run_1/port_trees.png
Drawn at 4 px/µm.
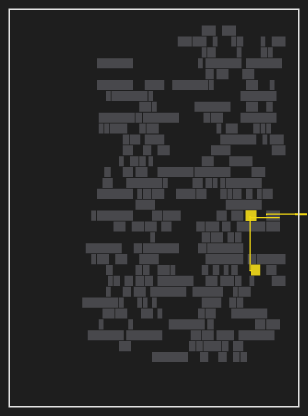
run_1/pinout.png
Drawn at 3 px/µm. Pins as bars across the die edge, other pins in gray.
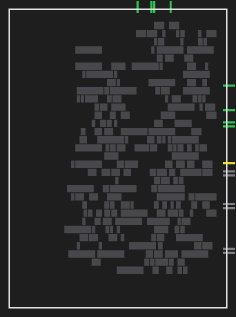
run_1/layers.png
Drawn at 4 px/µm.
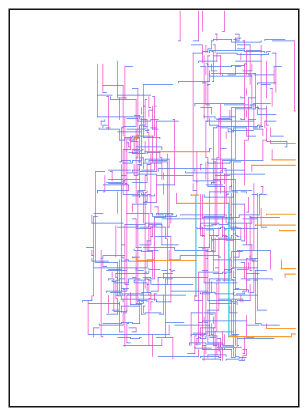
==> src/rtl/fifo_uart_tx_pkg.sv <==
`default_nettype none
// ============================================================================
//  Module      : fifo_uart_tx_pkg
//  Description : Shared FSM state encoding, UART line constants and helpers
//                for the FIFO-fed UART transmitter.
//  Revision    : 1.0 - initial release
// ============================================================================
package fifo_uart_tx_pkg;

    // 3-bit state encoding shared by the transmitter FSM
    typedef enum logic [2:0] {
        ST_IDLE   = 3'd0,
        ST_START  = 3'd1,
        ST_DATA   = 3'd2,
        ST_PARITY = 3'd3,
        ST_STOP   = 3'd4
    } state_e;

    localparam logic UART_IDLE_LVL  = 1'b1;
    localparam int   UART_DATA_BITS = 8;

    // Even parity: the parity bit makes the total count of ones even
    function automatic logic even_parity(input logic [7:0] data);
        return ^data;
    endfunction

endpackage
`default_nettype wire

==> src/rtl/fifo_uart_tx_baud_cnt.sv <==
`default_nettype none
// ============================================================================
//  Module      : uart_baud_cnt
//  Description : Bit-period counter. Counts 0..CLKS_PER_BIT-1 and wraps,
//                pulsing bit_end on the final clock of each bit period.
//                Held at zero while clear is asserted.
//  Revision    : 1.0 - initial release
// ============================================================================
module uart_baud_cnt #(
    parameter int CLKS_PER_BIT = 868,
    parameter int CNT_W        = 16
) (
    input  logic clk,
    input  logic rst_n,
    input  logic clear,
    output logic bit_end
);

    localparam logic [CNT_W-1:0] C_LAST = CNT_W'(CLKS_PER_BIT - 1);

    logic [CNT_W-1:0] cnt_q;
    logic [CNT_W-1:0] cnt_d;

    // Wrap at the end of each bit so the next bit starts from zero
    always_comb begin
        bit_end = (cnt_q == C_LAST) && !clear;
        if (clear || bit_end) begin
            cnt_d = '0;
        end else begin
            cnt_d = cnt_q + CNT_W'(1);
        end
    end

    // Counter register
    always_ff @(posedge clk or negedge rst_n) begin
        if (!rst_n) begin
            cnt_q <= '0;
        end else begin
            cnt_q <= cnt_d;
        end
    end

endmodule
`default_nettype wire

==> src/rtl/fifo_uart_tx.sv <==
`default_nettype none
// ============================================================================
//  Module      : fifo_uart_tx
//  Description : Pops bytes from a byte FIFO and serialises them LSB first as
//                8N1 UART frames on a registered txd line.
//                Define FIFO_UART_TX_PARITY_EN to insert an even parity bit
//                (8E1 frames).
//  Revision    : 1.0 - initial release
// ============================================================================
module fifo_uart_tx
    import fifo_uart_tx_pkg::*;
#(
    parameter int CLKS_PER_BIT = 868,
    parameter int CNT_W        = 16
) (
    input  logic       clk,
    input  logic       rst_n,
    input  logic       fifo_empty,
    input  logic [7:0] fifo_dout,
    output logic       fifo_rd,
    output logic       txd,
    output logic       busy,
    output logic       tx_done
);

    localparam logic [2:0] C_LAST_BIT = 3'(UART_DATA_BITS - 1);

    state_e     state_q, state_d;
    logic [7:0] shreg_q, shreg_d;
    logic [2:0] bit_idx_q, bit_idx_d;
    logic       txd_q, txd_d;
    logic       busy_q, busy_d;
    logic       bit_end;
`ifdef FIFO_UART_TX_PARITY_EN
    logic       parity_q, parity_d;
`endif

    uart_baud_cnt #(
        .CLKS_PER_BIT (CLKS_PER_BIT),
        .CNT_W        (CNT_W)
    ) u_baud_cnt (
        .clk     (clk),
        .rst_n   (rst_n),
        .clear   (state_q == ST_IDLE),
        .bit_end (bit_end)
    );

    // Next-state, shift register and next txd level; txd_d is the level of the
    // bit that begins on the following clock, so the line stays registered
    always_comb begin
        state_d   = state_q;
        shreg_d   = shreg_q;
        bit_idx_d = bit_idx_q;
        txd_d     = txd_q;
        fifo_rd   = 1'b0;
        tx_done   = 1'b0;
`ifdef FIFO_UART_TX_PARITY_EN
        parity_d  = parity_q;
`endif
        case (state_q)
            ST_IDLE: begin
                bit_idx_d = '0;
                txd_d     = UART_IDLE_LVL;
                // rst_n gate keeps the pop strobe quiet while reset is held
                if (!fifo_empty && rst_n) begin
                    fifo_rd = 1'b1;
                    shreg_d = fifo_dout;
                    state_d = ST_START;
                    txd_d   = 1'b0;
`ifdef FIFO_UART_TX_PARITY_EN
                    parity_d = even_parity(fifo_dout);
`endif
                end
            end
            ST_START: begin
                if (bit_end) begin
                    state_d = ST_DATA;
                    txd_d   = shreg_q[0];
                end
            end
            ST_DATA: begin
                if (bit_end) begin
                    if (bit_idx_q == C_LAST_BIT) begin
`ifdef FIFO_UART_TX_PARITY_EN
                        state_d = ST_PARITY;
                        txd_d   = parity_q;
`else
                        state_d = ST_STOP;
                        txd_d   = UART_IDLE_LVL;
`endif
                    end else begin
                        bit_idx_d = bit_idx_q + 3'd1;
                        shreg_d   = shreg_q >> 1;
                        txd_d     = shreg_q[1];
                    end
                end
            end
`ifdef FIFO_UART_TX_PARITY_EN
            ST_PARITY: begin
                if (bit_end) begin
                    state_d = ST_STOP;
                    txd_d   = UART_IDLE_LVL;
                end
            end
`endif
            ST_STOP: begin
                if (bit_end) begin
                    tx_done = 1'b1;
                    state_d = ST_IDLE;
                    txd_d   = UART_IDLE_LVL;
                end
            end
            default: begin
                state_d = ST_IDLE;
                txd_d   = UART_IDLE_LVL;
            end
        endcase
        busy_d = (state_d != ST_IDLE);
    end

    // State, datapath and output registers
    always_ff @(posedge clk or negedge rst_n) begin
        if (!rst_n) begin
            state_q   <= ST_IDLE;
            shreg_q   <= '0;
            bit_idx_q <= '0;
            txd_q     <= UART_IDLE_LVL;
            busy_q    <= 1'b0;
`ifdef FIFO_UART_TX_PARITY_EN
            parity_q  <= 1'b0;
`endif
        end else begin
            state_q   <= state_d;
            shreg_q   <= shreg_d;
            bit_idx_q <= bit_idx_d;
            txd_q     <= txd_d;
            busy_q    <= busy_d;
`ifdef FIFO_UART_TX_PARITY_EN
            parity_q  <= parity_d;
`endif
        end
    end

    assign txd  = txd_q;
    assign busy = busy_q;

endmodule
`default_nettype wire

==> config.mk <==
export PLATFORM = sky130hd
export DESIGN_NAME = fifo_uart_tx
export DESIGN_NICKNAME = d
export VERILOG_FILES = /design/src/rtl/fifo_uart_tx_pkg.sv /design/src/rtl/fifo_uart_tx_baud_cnt.sv /design/src/rtl/fifo_uart_tx.sv
export SDC_FILE = /design/constraint.sdc
export NUM_CORES = 1
export LEC_CHECK = 0
export CAP_MARGIN = 20
export CORE_AREA = 3 3 69 96
export CTS_CLUSTER_SIZE = 8
export DETAILED_ROUTE_END_ITERATION = 10
export DIE_AREA = 0 0 72 99
export PLACE_DENSITY = 0.54
export SYNTH_ARGS = -nofsm -noshare
export SYNTH_HDL_FRONTEND = slang
export SYNTH_SLANG_ARGS = --single-unit
==> constraint.sdc <==
create_clock -name clk -period 3.3 [get_ports clk]
set_input_delay 0.66 -clock clk [delete_from_list [all_inputs] [get_ports clk]]
set_output_delay 0.66 -clock clk [all_outputs]
set_load 0.05 [all_outputs]
==> ci_impl_report.md, run 1 <==
### Metrics collected by this job

| Metric | Value |
|---|---|
| Total global routing overflow | `0` |
| Layout cells sized above 1 | `10.61%` |
| Post-Synth Adder-Cell Area | `2.166%` |
| Area figure in the yosys stat output | `1733 µm²` |
| Status | `finished clean` |
| Die ar. | `7128 µm²` |
| Mapped cell area | `1733 µm²` |
| Grt met2 use | `20.96%` |
| Register-to-Register Setup Slack | `0.76 ns` |
| Log Warnings | `26` |
| Worst rel slew slack | `51.03%` |
| Min-delay src | `shreg_q[6]` |
| GR Util met1 | `12.69%` |
| Final Setup Violations | `0` |
| Pwr dens | `514.4 nW/µm²` |
| Syn_area_per_cell | `9.574 µm²` |
| Ant. Diodes | `0` |
| Critical Path RT | `2.64 ns` |
| Top Registers | `u_baud_cnt.cnt_q: 16 flops, shreg_q: 8 flops` |
| Mapped Cells | `181` |
| Biggest consumer | `sequential cells` |
| Comb power | `0.223 mW` |
| Worst Setup Start Kind | `flip-flop` |
| Crit path largest cell delay | `0.48 ns` |
| Top cells by count, synth | `31 x dfrtp_1, 31 x nor2_1, 11 x nand3_1` |
| Finished Layout Cells | `268` |
| Clock share of power | `29.6%` |
| Root Driver | `clkbuf_8` |
| Post-layout net count | `211` |
| Area Overhead vs Synth | `18.63%` |
| Count of final hold-check violations | `0` |
| Gate Area | `860.8 µm²` |
| Max cap viols | `0` |
| Pin count of the biggest net entering global routing | `24` |
| Number of hold buffers added after cts | `0` |
| Syn_nets | `195` |
| Setup CP Type | `reg -> out` |
| Top cell area share | `44.77%` |
| Worst-Margin Slew | `0.7297 ns` |
| Placed cells | `260` |
| GPL Wtd Cong | `0.7797` |
| Slew Limit Fails | `0` |
| Pleak | `0.8795 nW` |
| Clock Skews | `0.005366 ns` |
| Total power | `1.057 mW` |
| DR vias/cell | `5.160` |
| Sw Share | `31.06%` |
| Worst setup startpoint | `u_baud_cnt.cnt_q[0]` |
| Filler cells | `631` |
Notes on port_trees.png above:
port	color	bits	direction	end cells	buffers	wire
fifo_empty	yellow	1	input	2	1	29.1 µm
# IOs: 15
IO buf count: 14

Notes on pinout.png above:
port	color	pins	direction	edge
fifo_empty	yellow	1	input	right
fifo_dout	green	8	input	4 right, 4 top
die width: 72 µm
die height: 99 µm

Notes on layers.png above:
layer	color	wire length
M2	magenta	1950 µm
M3	orange	130 µm
M1	blue	1570 µm
M4	cyan	58.5 µm
Routed WL: 3706 µm
GRT Resource Usage Total: 11.60%
via count: 1383
detailed-route wire length per cell: 13.83 µm

run 1: worst min path at each step:
stage	endpoint	cells past startpoint
CTS	shreg_q[3]	1
global placement	shreg_q[4]	1
detailed placement	shreg_q[3]	1
global route	shreg_q[3]	1
finish	shreg_q[6]	1
floorplan	bit_idx_q[0]	0
run 1: cell type report:
| cell class | count | area share (%) |
|---|---|---|
| Multi-Input combinational cell | 135 | 41.87 |
| Sequential cell | 32 | 39.01 |
| Tap cell | 70 | 4.261 |
| Clock buffer | 6 | 4.017 |
| Timing Repair Buffer | 19 | 9.617 |
| Clock inverter | 2 | 0.4869 |
| Inverter | 4 | 0.7304 |
==> run 2: changes to the inputs <==
ABC_CLOCK_PERIOD_IN_PS = 3300   (was not set)
run_2/pinout.png
Drawn at 3 px/µm. Pins as bars across the die edge, other pins in gray.
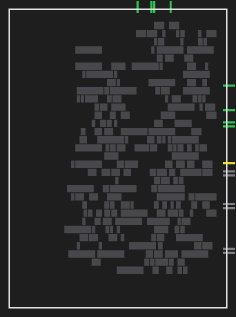
port	color	pins	direction	edge
fifo_empty	yellow	1	input	right
fifo_dout	green	8	input	4 right, 4 top
all pins by edge	11 right, 4 top

run_2/port_trees.png
Drawn at 4 px/µm.
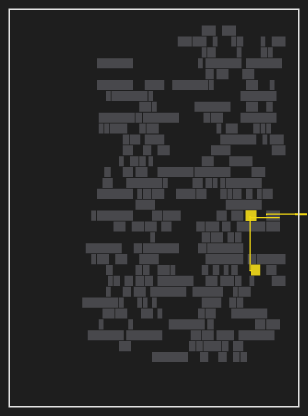
port	color	bits	direction	end cells	buffers	wire
fifo_empty	yellow	1	input	2	1	29.1 µm

==> run 2 against run 1 <==
  * Core utilization is the same
  * First-iteration DRC count stayed put
  * Non-clock buffer count unchanged
  * Clock power about the same
  * Combinational power barely moved
  * Critical path depth stayed put
  * Die area is the same
  * Synthesized cell count stayed put
  * Sequential power is essentially flat
  * Sequential share of layout area unchanged
  * Largest power group unchanged
==> ci_impl_report.md, run 2 <==
### Metrics collected by this job

| Metric | Value |
|---|---|
| Die ar. | `7128 µm² (unchanged)` |
| Die width | `72 µm (unchanged)` |
| Mapped cell area | `1733 µm² (unchanged)` |
| Worst Setup Start Kind | `flip-flop` |
| Combinational fraction of the cell area | `41.87% (unchanged)` |
| DR vias/cell | `5.160 (unchanged)` |
| Sequential cell area share | `39.01% (unchanged)` |
| Ant. Diodes | `0 (unchanged)` |
| Post-layout net count | `211 (unchanged)` |
| Worst setup startpoint | `u_baud_cnt.cnt_q[0]` |
| Clock Skews | `0.005366 ns (unchanged)` |
| Top Registers | `u_baud_cnt.cnt_q: 16 flops, shreg_q: 8 flops` |
| Flops | `32 (unchanged)` |
| Gate Area | `860.8 µm² (unchanged)` |
| # IOs | `15 (unchanged)` |
| GPL Wtd Cong | `0.7797 (unchanged)` |
| Top cell area share | `44.77% (unchanged)` |
| Pin count of the biggest net entering global routing | `24 (unchanged)` |
| Top cells by count, synth | `31 x dfrtp_1, 31 x nor2_1, 11 x nand3_1` |
| Area figure in the yosys stat output | `1733 µm² (unchanged)` |
| Max cap viols | `0 (unchanged)` |
| Buffers outside the clock class | `19 (unchanged)` |
| Status | `finished clean` |
| GRT Resource Usage Total | `11.60% (unchanged)` |
| Finished Layout Cells | `268 (unchanged)` |
| Slew Limit Fails | `0 (unchanged)` |
| Filler cells | `631 (unchanged)` |
| Critical Path RT | `2.64 ns (about the same)` |
| Top class by area | `logic gates` |
| Tapcell Cnt | `70 (unchanged)` |
| Total global routing overflow | `0 (unchanged)` |
| GR Util met1 | `12.69% (unchanged)` |
| Count of final hold-check violations | `0 (unchanged)` |
| Syn_nets | `195 (unchanged)` |
| Via count | `1383 (unchanged)` |
| Area Overhead vs Synth | `18.63% (unchanged)` |
| Worst-Margin Slew | `0.7297 ns (unchanged)` |
| # clk buffers | `6 (unchanged)` |
| Layout cells sized above 1 | `10.61% (unchanged)` |
| Clock buf/inv share | `4.504% (unchanged)` |
## run 2: cell counts after synthesis
No cell type changed its count.
## run 2: cell families (layout without fill, tap and decap cells)
logic type | count (synthesis) | count (layout) | share of synthesized area (%)
compound gates | 32 | 32 | 13.93
xor+xnor | 13 | 13 | 6.570
fa+ha+maj | 3 | 3 | 2.166
buf+inv | 14 | 31 | 4.043
flops | 32 | 32 | 46.28
mux | 1 | 1 | 0.5776
simple gates | 86 | 86 | 26.43
## run 2: where the power goes
group          total (mW)  switching (mW)  internal [mW]  leakage, nW
combinational       0.223           0.117          0.106        0.422
sequential          0.521          0.0641          0.457        0.407
clock               0.313           0.147          0.166       0.0510
## run 2: critical path: stages, from the launching register on
cell and delay, ns:
dfrtp_1 0.42, ha_1 0.25, or4b_4 0.48, nor4_2 0.32, and3_1 0.25, buf_12 0.14
Power is estimated from default activity; no workload was simulated.
